===== config.mk =====
export PLATFORM = sky130hd
export DESIGN_NAME = fetch_ctrl
export DESIGN_NICKNAME = d
export VERILOG_FILES = /design/src/rtl/rv32i_types.sv /design/src/rtl/redirect_arb.sv /design/src/rtl/fetch_ctrl.sv
export SDC_FILE = /design/constraint.sdc
export NUM_CORES = 1
export LEC_CHECK = 0
export CAP_MARGIN = 10
export CORE_MARGIN = 2
export CORE_UTILIZATION = 49
export DETAILED_ROUTE_END_ITERATION = 6
export GPL_ROUTABILITY_DRIVEN = 0
export GPL_TIMING_DRIVEN = 0
export PLACE_DENSITY_LB_ADDON = 0.15
export SYNTH_ARGS = -nofsm -noshare
export SYNTH_HDL_FRONTEND = slang
export SYNTH_SLANG_ARGS = --single-unit
export TNS_END_PERCENT = 50

===== constraint.sdc =====
create_clock -name clk -period 2.9 [get_ports clk]
set_clock_uncertainty 0.05 [all_clocks]
set_input_delay 0.29 -clock clk [delete_from_list [all_inputs] [get_ports clk]]
set_output_delay 0.29 -clock clk [all_outputs]
set_load 0.02 [all_outputs]

===== src/rtl/rv32i_types.sv =====
// rv32i_types: shared types for the fetch front end
//   fetch_ctrl_state_t : IDLE (may issue), REQ (request outstanding), DRAIN (waiting to discard a redirected response)
package rv32i_types;
    typedef enum logic [1:0] {IDLE, REQ, DRAIN} fetch_ctrl_state_t;
    localparam logic [3:0] RMASK_WORD = 4'hF;
endpackage


===== src/rtl/redirect_arb.sv =====
// redirect_arb: combinational redirect priority select (commit > pending > decode)
//   commit_redirect/commit_target : committed mispredict
//   pend_valid/pend_target/pend_is_commit : redirect latched while a response drains
//   dec_redirect/dec_target : decode-predicted redirect
//   redirect_valid/redirect_target/redirect_is_commit : winning redirect
module redirect_arb (
    input  logic        commit_redirect,
    input  logic [31:0] commit_target,
    input  logic        pend_valid,
    input  logic [31:0] pend_target,
    input  logic        pend_is_commit,
    input  logic        dec_redirect,
    input  logic [31:0] dec_target,
    output logic        redirect_valid,
    output logic [31:0] redirect_target,
    output logic        redirect_is_commit
);
    // A pending redirect always outranks decode, so decode is never seen while one waits.
    always_comb begin
        redirect_valid     = commit_redirect | pend_valid | dec_redirect;
        redirect_target    = commit_redirect ? commit_target : pend_valid ? pend_target : dec_target;
        redirect_is_commit = commit_redirect | (pend_valid & pend_is_commit);
    end
endmodule


===== src/rtl/fetch_ctrl.sv =====
// fetch_ctrl: single-outstanding instruction fetch controller with redirect handling
//   clk, rst            : clock, synchronous active-high reset
//   commit_redirect/target, dec_redirect/target : redirect sources
//   iq_full             : blocks new requests
//   imem_addr/rmask     : request to instruction memory; imem_resp/rdata : response
//   fetch_valid/pc/inst : push into the instruction queue
//   squash_cnt          : number of responses discarded because of a redirect
module fetch_ctrl
    import rv32i_types::*;
#(
    parameter logic [31:0] RESET_PC = 32'h60000000
) (
    input  logic        clk,
    input  logic        rst,
    input  logic        commit_redirect,
    input  logic [31:0] commit_target,
    input  logic        dec_redirect,
    input  logic [31:0] dec_target,
    input  logic        iq_full,
    output logic [31:0] imem_addr,
    output logic [3:0]  imem_rmask,
    input  logic        imem_resp,
    input  logic [31:0] imem_rdata,
    output logic        fetch_valid,
    output logic [31:0] fetch_pc,
    output logic [31:0] fetch_inst,
    output logic [15:0] squash_cnt
);
    fetch_ctrl_state_t state_q, state_d;
    logic [31:0] pc_q, pc_d, req_pc_q, req_pc_d, pend_target_q, pend_target_d;
    logic        pend_valid_q, pend_valid_d, pend_is_commit_q, pend_is_commit_d;
    logic [15:0] squash_q, squash_d;
    logic        redir_valid, redir_is_commit;
    logic [31:0] redir_target, sel_pc;

    redirect_arb u_arb (
        .commit_redirect    (commit_redirect),
        .commit_target      (commit_target),
        .pend_valid         (pend_valid_q),
        .pend_target        (pend_target_q),
        .pend_is_commit     (pend_is_commit_q),
        .dec_redirect       (dec_redirect),
        .dec_target         (dec_target),
        .redirect_valid     (redir_valid),
        .redirect_target    (redir_target),
        .redirect_is_commit (redir_is_commit)
    );

    assign sel_pc     = redir_valid ? redir_target : pc_q;
    assign squash_cnt = squash_q;

    always_comb begin
        state_d          = state_q;
        pc_d             = pc_q;
        req_pc_d         = req_pc_q;
        pend_valid_d     = pend_valid_q;
        pend_target_d    = pend_target_q;
        pend_is_commit_d = pend_is_commit_q;
        squash_d         = squash_q;
        imem_rmask       = 4'h0;
        fetch_valid      = 1'b0;
        imem_addr        = state_q == IDLE ? sel_pc : req_pc_q;
        case (state_q)
            IDLE: begin
                pc_d = sel_pc;
                if (!iq_full) begin
                    imem_rmask = RMASK_WORD;
                    req_pc_d   = sel_pc;
                    state_d    = REQ;
                end
            end
            REQ: begin
                if (imem_resp) begin
                    state_d = IDLE;
                    if (redir_valid) begin
                        squash_d = squash_q + 16'd1;
                        pc_d     = redir_target;
                    end else begin
                        fetch_valid = 1'b1;
                        pc_d        = req_pc_q + 32'd4;
                    end
                end else if (redir_valid) begin
                    pend_valid_d     = 1'b1;
                    pend_target_d    = redir_target;
                    pend_is_commit_d = redir_is_commit;
                    state_d          = DRAIN;
                end
            end
            DRAIN: begin
                // Arbiter output is the pending redirect unless a newer commit overrides it.
                if (imem_resp) begin
                    squash_d     = squash_q + 16'd1;
                    pc_d         = redir_target;
                    pend_valid_d = 1'b0;
                    state_d      = IDLE;
                end else begin
                    pend_target_d    = redir_target;
                    pend_is_commit_d = redir_is_commit;
                end
            end
            default: state_d = IDLE;
        endcase
        if (rst) begin
            imem_rmask  = 4'h0;
            fetch_valid = 1'b0;
            imem_addr   = RESET_PC;
        end
        fetch_pc   = fetch_valid ? req_pc_q : 32'h0;
        fetch_inst = fetch_valid ? imem_rdata : 32'h0;
    end

    always_ff @(posedge clk) begin
        if (rst) begin
            state_q          <= IDLE;
            pc_q             <= RESET_PC;
            req_pc_q         <= RESET_PC;
            pend_valid_q     <= 1'b0;
            pend_target_q    <= 32'h0;
            pend_is_commit_q <= 1'b0;
            squash_q         <= 16'h0;
        end else begin
            state_q          <= state_d;
            pc_q             <= pc_d;
            req_pc_q         <= req_pc_d;
            pend_valid_q     <= pend_valid_d;
            pend_target_q    <= pend_target_d;
            pend_is_commit_q <= pend_is_commit_d;
            squash_q         <= squash_d;
        end
    end
endmodule


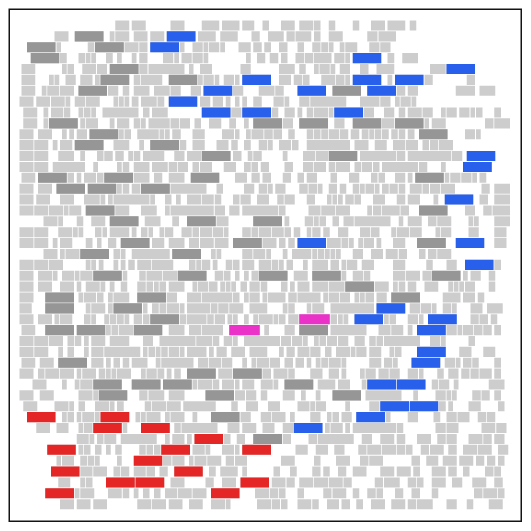
run_1/registers.png
Scale: 4 px per um. Other sequential cells in the stronger grey, the rest of the logic in the fainter grey.
legend:
  magenta:
    name_in_the_netlist: state_q
    placed_flops: 2
  blue:
    name_in_the_netlist: req_pc_q
    placed_flops: 32
  red:
    name_in_the_netlist: squash_cnt
    placed_flops: 16
not coloured: 65
power in sequential cells: 2.17 mW
flip-flop and latch area: 2305 um2

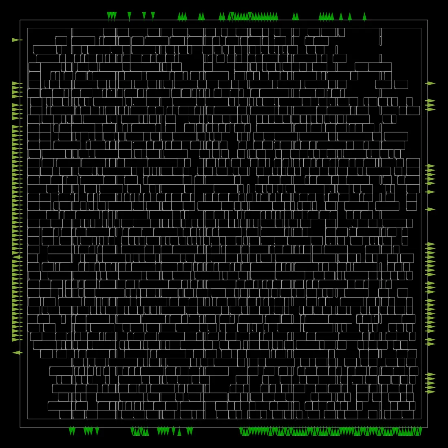
run_1/final_placement.png
std cell rows: 45
flop share of the area: 0.2144

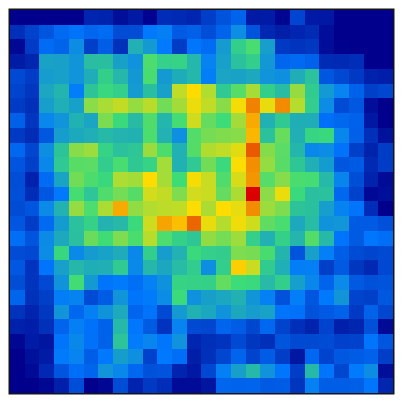
run_1/wire_density.png
Scale: 3 px per um. 26 x 26 tiles, from dark blue (low) to red (high), scaled to the fullest tile. Values are wire area over tile area, all layers added.
densest ninth of the die: middle
tiles over half the peak: 20%
mean over tiles: 0.30
nearly empty tiles: 5.0%
fullest tile: 0.96

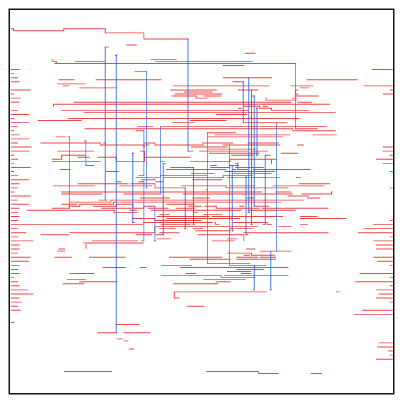
run_1/metal_stack.png
Scale: 3 px per um. Only two layers are drawn.
legend:
  blue:
    layer: met4
    wire_length: 792 um
  red:
    layer: met3
    wire_length: 3530 um
Avg WL per Cell: 19.92 um
total routing usage reported by global routing: 0.3453

==> run summary, run 1 <==
Implementation results are summarized by area below.

Synthesis
The synthesized design spends more area on one cell type than any other, namely dfxtp_1. Ranked by instance count, the synthesized netlist is headed by dfxtp_1 (115), nor2_1 (115), nand2_1 (97), a211oi_1 (70), and2_1 (69). The synthesized instance count is slightly below 1000. In this run, the synthesized area fraction spent on AND-OR/OR-AND gates is recorded as 0.2312. The cell total in the yosys stat output is 982. The area fraction in xor and xnor cells is 0.03157.

After synthesis, the cell types taking the most area are dfxtp_1 (31%), mux2i_1 (7.8%), a211oi_1 (7.0%), and2_1 (5.8%), nor2_1 (5.8%). Synthesis inferred 115 register bits. The share of flip-flops with an asynchronous set or reset is 0. Of the post-synthesis cell area, the dominant cell type holds 0.3074.

The post-synthesis area per instance is 7.627 um2. The unique cell type count in the Yosys netlist is 53. The fraction of the mapped netlist area in simple logic gates is 0.2569.

Critical path
The reg-to-reg critical path startpoint is state_q[0]. The highest-delay cell along the critical path is or3_4. The depth of the most critical reg-to-reg path is 8. The end of the worst register-to-register path is pc_q[24]. For this run, the slowest stage of the critical path takes 490 ps. At the worst endpoint, the arrival time is 2510 ps. The family with the most delay on the worst path is buffers and inverters. The critical path class is reg2out. The signal on the critical path passes through buf_6 -> or3_4 -> buf_2 -> mux2i_1 -> a211oi_1 -> dlygate4sd2_1.

The data required time of the worst path is 2560 ps. Per the post-run analysis, buffers plus inverters along the critical path come to 3. The instance count on the critical path is 6.

Pwr
The switching portion of total power comes to 0.3833. The reported net switching power is 2.876 mW. The clock group total power is 2.32 mW.

Looking at the VDD voltage map, the peak drop is between 0.4 and 0.5 mV. The share of total power dissipated in the clock network is 0.309.

Worst hold path
The path class of the tightest hold or removal check is reg2reg.

Timing
The share of the clock period used by the worst path after layout is 0.9815. The number of max-slew violations in the final report is 0. Setup repair after global routing could not meet its margin everywhere. The slew of the pin with the lowest slew margin is about 1000 ps. The final setup violation count is 0.

Layout
Relative to the synthesized area, the layout overhead comes to 43.52%. In the final design database the tool counted 1340 nets. In the layout the commonest cells are clkdlybuf4s50_1 (117), nor2_1 (115), dfxtp_1 (113). The fraction of final layout cells sized beyond drive strength 1 is 0.1891.

Clocking
Looking at the worst setup and hold paths, the clock pins of their registers show a slew of 60 ps. The number of buffers inserted for hold repair after clock tree synthesis is 0. The H-tree level count is 4. The root buffer cell is clkbuf_16. TritonCTS reports the number of clock sinks as between 100 and 150.

Detailed routing
After detailed routing, the total wire length is 28.53 mm. For this run, design rule violations remaining after detail routing come to 0. The count of TritonRoute iterations in the first routing pass is 6. Per the post-route antenna check, the number of violating nets is 0. The first routing iteration left 1169 violations.

Global routing
The leftover overflow at the end of global routing is 0. The number of antenna violations at the first check in global routing is 1. The first global-routing pass estimated approximately 44 mm of wire. The via count of the first global-routing pass came to 7936.

Run status
The flow ran to the end, and the final reports show no timing, DRC or antenna violations.

Die
The die covers 16290 um2. The share of the core filled by cells before placement is 0.4964. After floorplanning, the core was sized to cover approximately 15000 um2. The I/O pin total is 219. The die span in y is 127.6 um.

Placed design
The estimated wirelength of the detail-placed design is slightly above 20 mm.

Flow run
The tool warning count for the run is 31.
==> run 1: worst min-delay path, stage by stage, from the launching register on <==
cell     delay (ps)
dfxtp_1         310
nand2_1          50
a21oi_1          50
==> run 1: through the flow <==
stage	power [mW]	setup WS, ps	TNS, ps	instances	instance area (um2)
final	7.503	53.77	0	1432	10750
after global routing	7.803	-51.55	-128.7	1431	10750
after CTS	7.344	-278.5	-897.9	1423	10620
after detailed placement	4.996	-854.7	-63000	1387	9897
after global placement	4.935	-863.5	-64140	1387	9897
after floorplan	3.949	417.4	0	982	7490
==> run 1: layout make-up <==
class                   count  area (um2)
flip-flops and latches    115        2305
inverters                  11       41.29
repair buffers            232        2052
well taps                 188       235.2
fillers                  1231        4340
multi-input cells         765        4981
diodes                      1       2.502
clock inverters            10       181.4
plain buffers              90       494.2
clock buffers              20       456.7
==> run 1: layer usage <==
layer / share of wire / wire length, um / GRT usage / vias to the layer above
li1: - / - / - / 4046
met4: 0.028 / 791 / 0.1273 / 0
met3: 0.12 / 3529 / 0.09841 / 69
met1: 0.41 / 11630 / 0.4656 / 4028
met2: 0.44 / 12570 / 0.5269 / 556
met5: 0 / 0 / 0 / -
==> run 1: timing repair <==
item | 4_1_cts | 5_1_grt
setup endpoints to repair | 104 | 101
buffers inserted | 7 | 8
endpoints found under the hold margin | 0 | 0
pin swaps | 5 | 10
resized | 358 | 70
==> run 1: sequential cells by signal, indices dropped and copies added, names as in the netlist <==
name           count
pc_q              32
pend_target_q     32
req_pc_q          32
squash_cnt        16
state_q            2
pend_valid_q       1
run_1/port_nets.png
Scale: 4 px per um.
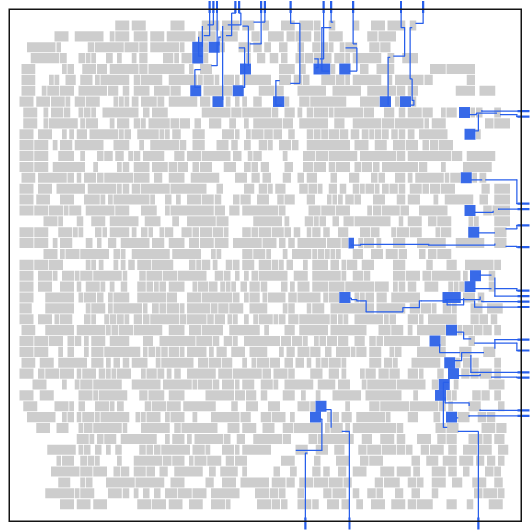

==> inputs of run 2 (changes only) <==
--- a/config.mk
+++ b/config.mk
@@ -7,7 +7,7 @@
 export LEC_CHECK = 0
 export CAP_MARGIN = 10
 export CORE_MARGIN = 2
-export CORE_UTILIZATION = 49
+export CORE_UTILIZATION = 44
 export DETAILED_ROUTE_END_ITERATION = 6
 export GPL_ROUTABILITY_DRIVEN = 0
 export GPL_TIMING_DRIVEN = 0
==> constraint.sdc (replaced) <==
create_clock -name clk -period 2.6 [get_ports clk]
set_clock_uncertainty 0.05 [all_clocks]
set_input_delay 0.26 -clock clk [delete_from_list [all_inputs] [get_ports clk]]
set_output_delay 0.26 -clock clk [all_outputs]
set_load 0.01 [all_outputs]
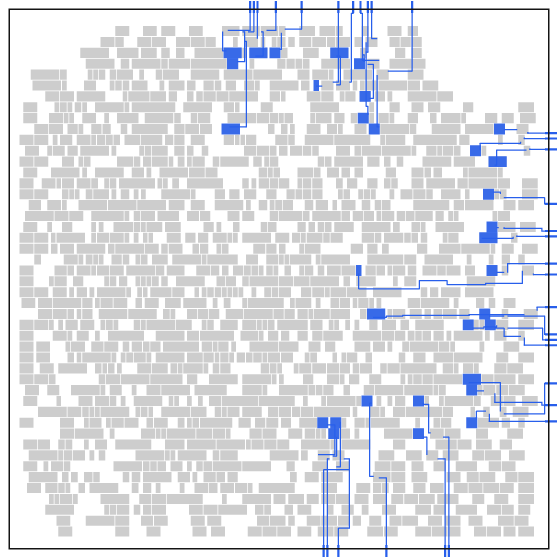
run_2/port_nets.png
Scale: 4 px per um.
legend:
  blue:
    port: imem_addr
    bits: 32
    direction: output
    end_cells: 32
    buffers: 32
    wire: 771 um

==> run 2 against run 1 <==
  * The run now ends with setup timing left
  * Sequential power grew 12%
  * Worst hold slack worse by 53 ps
  * Register-to-register slack worse by 280 ps
==> run summary, run 2 <==
Implementation results are summarized by area below.

Synthesis
The fraction of the mapped netlist area in simple logic gates is 0.2569. Looking at the cell usage after synthesis, the top flip-flop cell is dfxtp_1. In the Yosys report the total cell count is 982. The dominant combinational cell family by area after synthesis is simple AND/OR/NAND/NOR gates. The synthesis report lists the most area-consuming cells as dfxtp_1 (31%), mux2i_1 (7.8%), a211oi_1 (7.0%), and2_1 (5.8%), nor2_1 (5.8%). The multiplexer area fraction after synthesis is 0.1061. The post-synthesis area per instance is 7.627 um2. After technology mapping, the gate count stands at 982.

The post-synth count of flops with an enable pin is 0. The unique cell type count in the Yosys netlist is 53. Looking at area per cell type in the netlist, the leader is dfxtp_1. Counting instances in the post-synthesis netlist gives the leading cell types as dfxtp_1 (115), nor2_1 (115), nand2_1 (97), a211oi_1 (70), and2_1 (69).

Per Yosys stat, the portion of area used by sequential elements is 0.3074. In this run, the synthesized area fraction spent on adder and majority cells is recorded as 0.01002. The proportion of netlist area held by the largest area contributor is 0.3074. The share of flip-flops with an asynchronous set or reset is 0.

The synthesis stat section lists a flop and latch total of 115. Of the total synthesized cell area, the portion taken by AND-OR and OR-AND cells is 0.2312. The combined area of all synthesized cells is around 7500 um2. The synthesized net count is around 1100. The area fraction in xor and xnor cells is 0.03157.

The stat command in Yosys gives a chip area of 7490 um2. The warning tally printed by Yosys for this design is 0.

Die
The floorplan die width is 134.5 um. At the floorplan stage, the core utilization is reported as 0.4516. The number of tap instances is 220. The core footprint is roughly 17000 um2.

For this design the top-level I/O count stands at 219. In this run the core area contains about 47 standard-cell rows. The floorplan step set the die height to about 130 um. According to the floorplan report, the total die area is 18080 um2.

Detailed routing
The iteration-0 DRC count of the detailed router is 1039. The count of TritonRoute iterations in the first routing pass is 6. The count of nets left with antenna violations once routing finished came out at 0. For this run, the detailed router reports a per-instance via density of 5.949. The DRC violations left is 0.

Pwr
The reported net switching power is 3.257 mW. The switching portion of total power comes to 0.3939. Of the total power, combinational logic draws 0.420.

The final power report lists total power as approximately 8.3 mW. Internal power comes to 5.013 mW. The sequential group share of total power is 0.293. The share of total power dissipated in the clock network is 0.287. The leakage power is 4.486 nW. The power density over the cells is 723.8 nW/um2. The maximum vdd drop is 0.5588 mV.

Worst hold path
The classification of the worst-slack hold path is in2reg.

Critical path
For reference, the most critical setup path is categorized as reg2reg. The largest incremental delay on the critical path is 490 ps. The timing report shows that the slowest cell on the worst path is clkbuf_1.

The worst setup path is launched from a flop. The endpoint arrival time on the critical path is 3050 ps. The maximum fanout encountered on the critical timing path is 10. The data required time of the worst path is 2930 ps.

The report lists the cells along the critical path as buf_4 -> ha_1 -> o21ba_2 -> nor2_1 -> clkbuf_1 -> nand2_1 -> a211oi_1 -> a31o_2. The type of destination of the critical path is a flop.

Timing
The final total negative setup slack is -3994 ps. The final timing summary puts the cycle share of the worst path at 1.048. Setup repair after global routing could not meet its margin everywhere. The final timing report counts setup violations totalling 67.

The worst-case max-slew headroom was logged as 0.3278. The hold slack is ~350 ps. For reference, the final report shows the hold violation count at 0.

At the pin with the least slew margin, the transition time is between 900 and 1000 ps. The maximum clock frequency is 367.0 MHz. Counting pins that exceed their max-slew limit in the final report gives 0. The routed design could run at a clock period as short as 2725 ps.

After layout, the worst setup slack is -125.1 ps.

Clocking
The deepest clock path buffer count is 2. Clock tree synthesis selected as its root buffer the cell clkbuf_16. The number of hold buffers added after CTS was 0.

On the worst setup and hold paths after CTS, the clock-pin slew comes to 60 ps. The clock buffer count from CTS is 17. The H-tree was split into 4 levels.

After clock tree synthesis, the setup repair step added 26 buffers. TritonCTS built the clock tree. The skew report gives the latency at the later pin of the worst-skew pair as ~440 ps. The CTS log lists the clock sinks for this run as 115. Post-CTS repair changed the size of 467 cells.

Layout
The filler cells instantiated in the layout total 1362. The count of antenna diodes in the layout is 0. The post-route non-filler standard cell count is around 1500. Per the layout area report, the register area comes to between 2000 and 2500 um2. In the final layout, the registers with the most flip-flops are pc_q x32, pend_target_q x32, req_pc_q x32. Of all the cell area in the finished design, the clock network holds 0.05136. The finished layout reports a core utilization of 0.6890. The layout summary lists the proportion of cells stronger than drive strength 1 as 0.2686. In the layout the commonest cells are clkdlybuf4s50_1 (117), nor2_1 (115), dfxtp_1 (113).

Relative to the synthesized area, the layout overhead comes to 52.56%. Per the layout area report, the combinational gate area comes to 5192 um2. The share of final layout cell area taken by non-clock buffers is 0.2642. Among all cell classes, the greatest summed area belongs to multi-input combinational cells. For the completed layout, the total cell area is recorded as about 11000 um2. After layout, the inverter instance count without clock inverters stands at 11.

The layout sequential cell count is roughly 120. The layout net count is 1357. Counting plain and timing-repair buffers in the layout gives 339. The number of clock buffers in the layout is 19. Multi-input logic gates represent a cell area share of 0.4544. The multi-input logic cell count is 765. The library cell used most frequently in the layout, excluding fill and tap cells, is clkdlybuf4s50_1. The share of cell area taken by flip-flops and latches is 0.2019.

Placed design
Once placement finished, the instance area stood at 9937 um2. The number of buffers inserted by port buffering is 217. Summed over all nets, the half-perimeter wirelength after detailed placement is 21.04 mm. The number of cells in the design after placement is approximately 1400.

Prior to clock tree synthesis, the placed netlist has a worst setup slack of -1097 ps.

Global routing
The number of antenna violations at the first check in global routing is 0. The via count of the first global-routing pass is approximately 8300. The wire length of the first global-routing pass is 46.09 mm. Entering global routing, the biggest net connects 17 pins. The leftover overflow at the end of global routing is 0.

Run status
The checks that failed: setup timing. The flow ran to the end, but the final reports show violations.

Flow run
The total tool warning count is 31. Max-cap violations in this run came to 0.
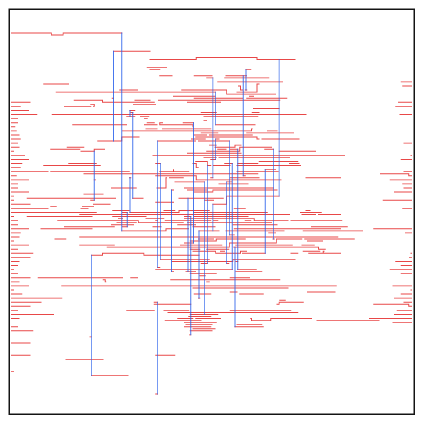
run_2/metal_stack.png
Scale: 3 px per um. Only two layers are drawn.
legend:
  blue:
    layer: met4
    wire_length: 898 um
  red:
    layer: met3
    wire_length: 3460 um
via count of the routed design: 8816
Avg WL per Cell: 20.57 um
total routing usage reported by global routing: 0.3300
DRT Wirelength: 30.49 mm

[run 2: netlist changes by cell type in the layout (fill, tap and decap cells not counted), sizes merged]
cell,delta
clkinvlp,+6
bufinv,-3
clkinv,-1
clkdlybuf4s15,-13
diode,-1
dlygate4sd2,-9
dlymetal6s2s,-3
buf,+49
inv,+1
clkbuf,-8
[run 2: metal layers]
metal | routed length [um] | vias up | GRT usage
met1 | 12460 | 4108 | 0.4482
met3 | 3464 | 78 | 0.08483
met5 | 0 | - | 0
met4 | 898 | 0 | 0.1327
met2 | 13660 | 545 | 0.5009
li1 | - | 4085 | -
[run 2: power by group through the flow]
| stage | clock network [mW] | logic (mW) | registers, mW |
|---|---|---|---|
| global placement | 0 | 3.00 | 2.41 |
| floorplan | 0 | 1.95 | 2.33 |
| CTS | 2.37 | 3.25 | 2.39 |
| detailed placement | 0 | 3.05 | 2.42 |
| finish | 2.37 | 3.47 | 2.43 |
| global route | 2.44 | 3.70 | 2.46 |
[run 2: worst max-delay path: cells and delay by family, from the launching register on]
family                     cells  cell delay (ps)
adders and majority gates      1              250
AOI/OAI and AO/OA              3              810
DFF                            1              330
buffers and inverters          2              630
and+or+nand+nor                2              600
[run 2: final timing paths]
path / from / endpoint / slack (ps) / cells after the start
max: state_q[1] / pc_q[3] / -130 / 8
min: rst / pc_q[26] / 350 / 3
max reg2reg: state_q[1] / pc_q[3] / -130 / 8
min reg2reg: pend_target_q[1] / pend_target_q[1] / 410 / 2
[run 2: cell families after synthesis]
family | count (synthesis)
flip-flops | 115
buffers and inverters | 102
AND-OR/OR-AND | 262
AND/OR/NAND/NOR | 393
XOR/XNOR | 27
adder cells (fa/ha/maj) | 6
multiplexers | 77
run_2/registers.png
Scale: 4 px per um. Other sequential cells in the stronger grey, the rest of the logic in the fainter grey.
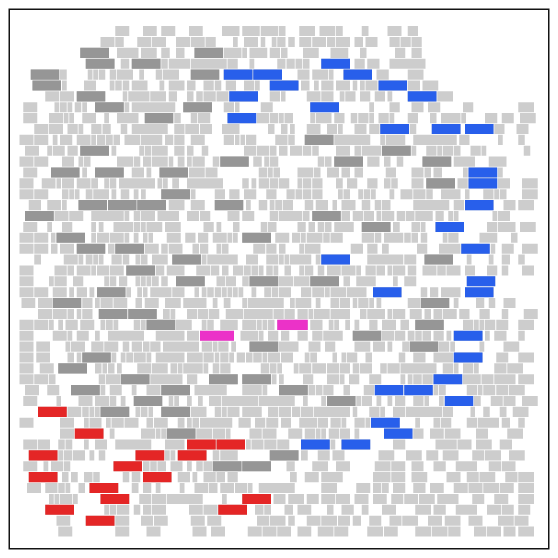

==> inputs of run 3 (changes only) <==
--- a/config.mk
+++ b/config.mk
@@ -6,12 +6,12 @@
 export NUM_CORES = 1
 export LEC_CHECK = 0
 export CAP_MARGIN = 10
-export CORE_MARGIN = 2
 export CORE_UTILIZATION = 44
 export DETAILED_ROUTE_END_ITERATION = 6
 export GPL_ROUTABILITY_DRIVEN = 0
 export GPL_TIMING_DRIVEN = 0
 export PLACE_DENSITY_LB_ADDON = 0.15
+export SLEW_MARGIN = 5
 export SYNTH_ARGS = -nofsm -noshare
 export SYNTH_HDL_FRONTEND = slang
 export SYNTH_SLANG_ARGS = --single-unit
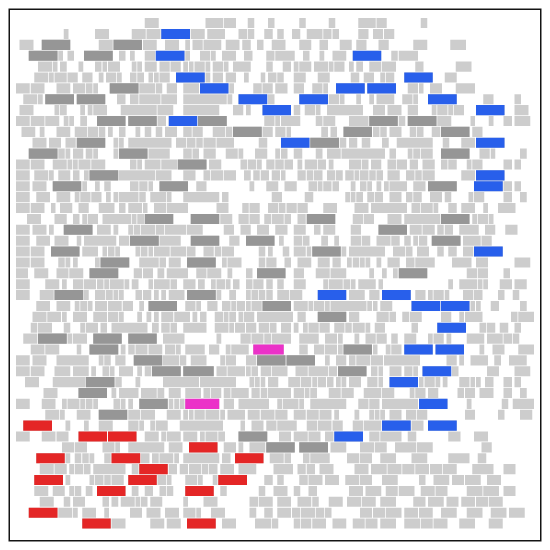
run_3/registers.png
Scale: 4 px per um. Other sequential cells in the stronger grey, the rest of the logic in the fainter grey.
flop share of the area: 0.2034
power in sequential cells: 2.43 mW

==> run 3 against run 2 <==
  * Global-route usage increased by 1.2 points
  * Maximum frequency increased by 3.2%
  * The flow still finishes with violations (setup timing)
  * Final cell count increased by 0.67%
  * Synthesized area unchanged
==> run summary, run 3 <==
Implementation results are summarized by area below.

Synthesis
The proportion of netlist area held by the largest area contributor is 0.3074. Sorting the Yosys area breakdown by cell type puts at the top dfxtp_1. For this run, asynchronously set or reset flops after synthesis account for 0. The chip area line in the Yosys stat output reads 7490 um2.

A synthesized cell averages 7.627 um2. Yosys reported a register bit count of ~120. The number of warnings printed during yosys synthesis is 0. After synthesis, the design contains 982 cells according to Yosys. Before any placement, the netlist area is recorded as approximately 7500 um2.

The most used flip-flop cell after synthesis is dfxtp_1. Synthesis produced approximately 1000 cells. Counting instances in the post-synthesis netlist gives the leading cell types as dfxtp_1 (115), nor2_1 (115), nand2_1 (97), a211oi_1 (70), and2_1 (69).

In the post-synthesis netlist, the biggest area contributors are dfxtp_1 (31%), mux2i_1 (7.8%), a211oi_1 (7.0%), and2_1 (5.8%), nor2_1 (5.8%). The post-synth count of flops with an enable pin is 0. The sequential-to-total area share from yosys stat is 0.3074.

The number of different library cells used by synthesis comes to 53. The synthesized net count is 1090.

Layout
The flow measured a signed area growth from synthesis to layout of 51.52%. The layout net count is 1366. The post-route utilization of the core is recorded as 0.6843. The layout summary lists the proportion of cells stronger than drive strength 1 as 0.2541. The post-route non-filler standard cell count is 1492. Leaving out fill and tap cells, the most frequent cells in the layout are nor2_1 (115), clkdlybuf4s50_1 (115), dfxtp_1 (112). The layout stage reports a final design area of approximately 11000 um2. The number of fill cells is approximately 1400. The largest registers in the layout are pc_q x32, pend_target_q x32, req_pc_q x32. The combined area of the multi-input logic cells is between 5000 and 6000 um2. Across the whole layout, storage elements account for 2308 um2.

Critical path
The depth of the most critical reg-to-reg path is 9. In this design, the stage delay of the slowest critical-path cell is approximately 340 ps. Together, buffers and inverters on the worst path number 4. The OpenROAD report gives the critical path a required time of 2290 ps. STA lists the maximum fanout along the critical path as 10.

The worst-case register-to-register setup slack is 80 ps. The worst setup path is captured at an output pin. The critical path class is reg2out. In this design, the largest share of critical-path delay is due to buffers and inverters. The reg-to-reg critical path startpoint is state_q[1]. The end of the worst register-to-register path is pc_q[27]. The OpenROAD report gives the critical path a data arrival time of about 2300 ps. The timing report shows that the slowest cell on the worst path is dfxtp_2. For reference, the critical path cell chain is buf_6 -> buf_8 -> buf_6 -> mux2i_1 -> o21ai_2 -> mux2i_1 -> a211oi_1 -> clkdlybuf4s15_2.

Die
According to the floorplan report, the placeable core area is 16580 um2. The floorplan die width is 132.5 um. According to the floorplan log, the row count is 47. At the floorplan stage, the core utilization is reported as 0.4516. The die span in y is 132.5 um. The total die size is 17550 um2.

Detailed routing
Summed over all layers, the routed wires come to 30.71 mm. Per the detail_route report, routed wire per instance is 20.58 um. The iteration-0 DRC count of the detailed router is 862. The number of routed nets with antenna violations is 0. The count of TritonRoute iterations in the first routing pass is 6. The vias per cell is 6.024. The DRC violations left is 0. Summing over every cut layer, the via total after detailed routing is 8988.

Timing
The number of endpoints with negative hold slack in the final report is 0. The final setup violation count is 31. Setup repair after global routing could not meet its margin everywhere. The remaining max-slew budget at the tightest pin is 0.3706. Subtracting the final worst setup slack from the clock period gives 2641 ps.

Dividing the final minimum period by the clock period gives 1.016. Hold is met by 369.6 ps. The slew of the pin with the lowest slew margin is 934.3 ps. The post-route worst setup slack is -40.85 ps.

The maximum clock frequency is 378.7 MHz. The final max-slew violation count recorded for this run is 0.

Placed design
The number of cells in the design after placement is 1419. The post-placement worst setup slack is -1111 ps. The cell area after placement is between 9000 and 10000 um2. In the placement report, post-DP HPWL is listed as about 21 mm.

Pwr
The switching fraction of total power is 0.3864. The share of total power dissipated in sequential elements is 0.285. In the power breakdown, the internal column shows 5.232 mW. The combinational power share is 0.413. Power spread over the standard cell area amounts to 751.3 nW/um2. In this run the power spent charging and discharging nets is 3.295 mW. Per the power-grid run, VDD falls by no more than 0.5996 mV. For this design the static power due to leakage is ~4.6 nW.

The flow reports power dissipated in the clock network as 2.57 mW. The combinational gate power is about 3.5 mW. The overall power consumption is 8.526 mW. The group drawing the most power is combinational logic.

Global routing
The via count of the first global-routing pass is around 8000. The number of antenna violations at the first check in global routing is 3. The first global-routing pass estimated 46.02 mm of wire. Global routing finished with a remaining overflow of 0. The total routing resource utilization after global routing is 0.3420.

Clocking
On the reported timing paths, the clock transition at the registers reads ~60 ps. The deepest clock path buffer count is 2. Looking at the clock tree report, the root buffer type is clkbuf_16.

TritonCTS built the clock tree. For the worst-skew pair, the clock arrives at the later sink with an insertion delay of between 400 and 500 ps. Clock tree synthesis found a total of 115 sinks. The number of clock buffers added by TritonCTS is 17.

The H-tree level count is 4.

Worst hold path
The worst hold path was traced through 3 stages. The classification of the worst-slack hold path is in2reg. Looking at hold timing, the worst path starts from rst. The terminating pin of the worst hold path is pc_q[26].

Flow run
The report counts max-capacitance violations totalling 0. The total tool warning count is 31.

Run status
The final reports fail on setup timing. The run finished, with violations left.
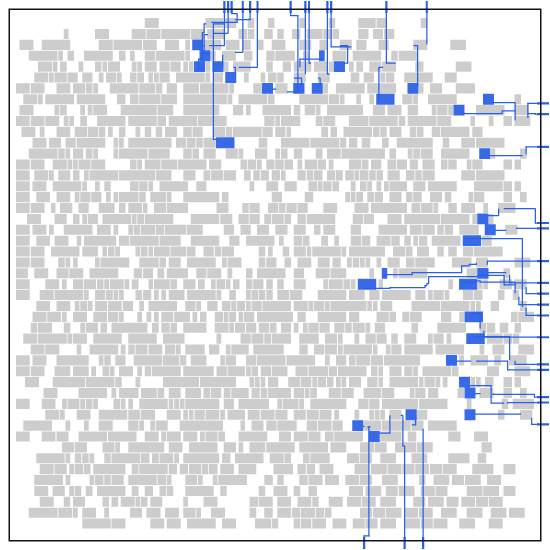
run_3/port_nets.png
Scale: 4 px per um.
legend:
  blue:
    port: imem_addr
    bits: 32
    direction: output
    end_cells: 32
    buffers: 32
    wire: 723 um
count of port buffers added during placement: 217
number of top-level pins: 219

==> run 3: cell counts after synthesis <==
No cell type changed its count.
==> run 3: timing repair <==
| action | CTS | global route |
|---|---|---|
| setup endpoints to repair | 115 | 118 |
| gates resized | 460 | 102 |
| cloned | 7 | 0 |
| buffers inserted | 32 | 8 |
| hold buffers | 0 | 0 |
| pin swaps | 26 | 23 |
| endpoints found under the hold margin | 0 | 0 |
==> run 3: cells by family after synthesis <==
group | synth area share
simple gates | 0.2569
compound gates | 0.2312
flops | 0.3074
buf+inv | 0.05680
mux | 0.1061
xor+xnor | 0.03157
fa+ha+maj | 0.01002
==> run 3: layer usage <==
layer / wire length [um] / up-vias / track usage
met5: 22 / - / 0
met4: 1188 / 4 / 0.1596
met3: 4025 / 114 / 0.1222
met2: 13220 / 619 / 0.4985
met1: 12250 / 4136 / 0.4486
li1: - / 4115 / -
==> run 3: layout make-up <==
cell class / count / share of cell area
antenna: 1 / 0.0002205
buffer: 86 / 0.05017
clock buffer: 18 / 0.03870
clock inverter: 14 / 0.01775
inverter: 11 / 0.003969
multi-input combinational: 765 / 0.4517
sequential: 115 / 0.2034
tap: 220 / 0.02426
timing repair buffer: 262 / 0.2098
==> run 3: worst max-delay path by stage <==
stage                           to  slack, ps    startpoint  cells past startpoint
floorplan           fetch_inst[22]        310    state_q[1]                      7
detailed placement    fetch_pc[21]      -1110  dec_redirect                      7
finish               imem_addr[14]        -40  pend_valid_q                      8
global route         imem_addr[25]       -130  pend_valid_q                      8
CTS                   imem_addr[6]       -160  pend_valid_q                      6
global placement      fetch_pc[15]      -1130  dec_redirect                      7
Power and IR drop assume default switching activity.
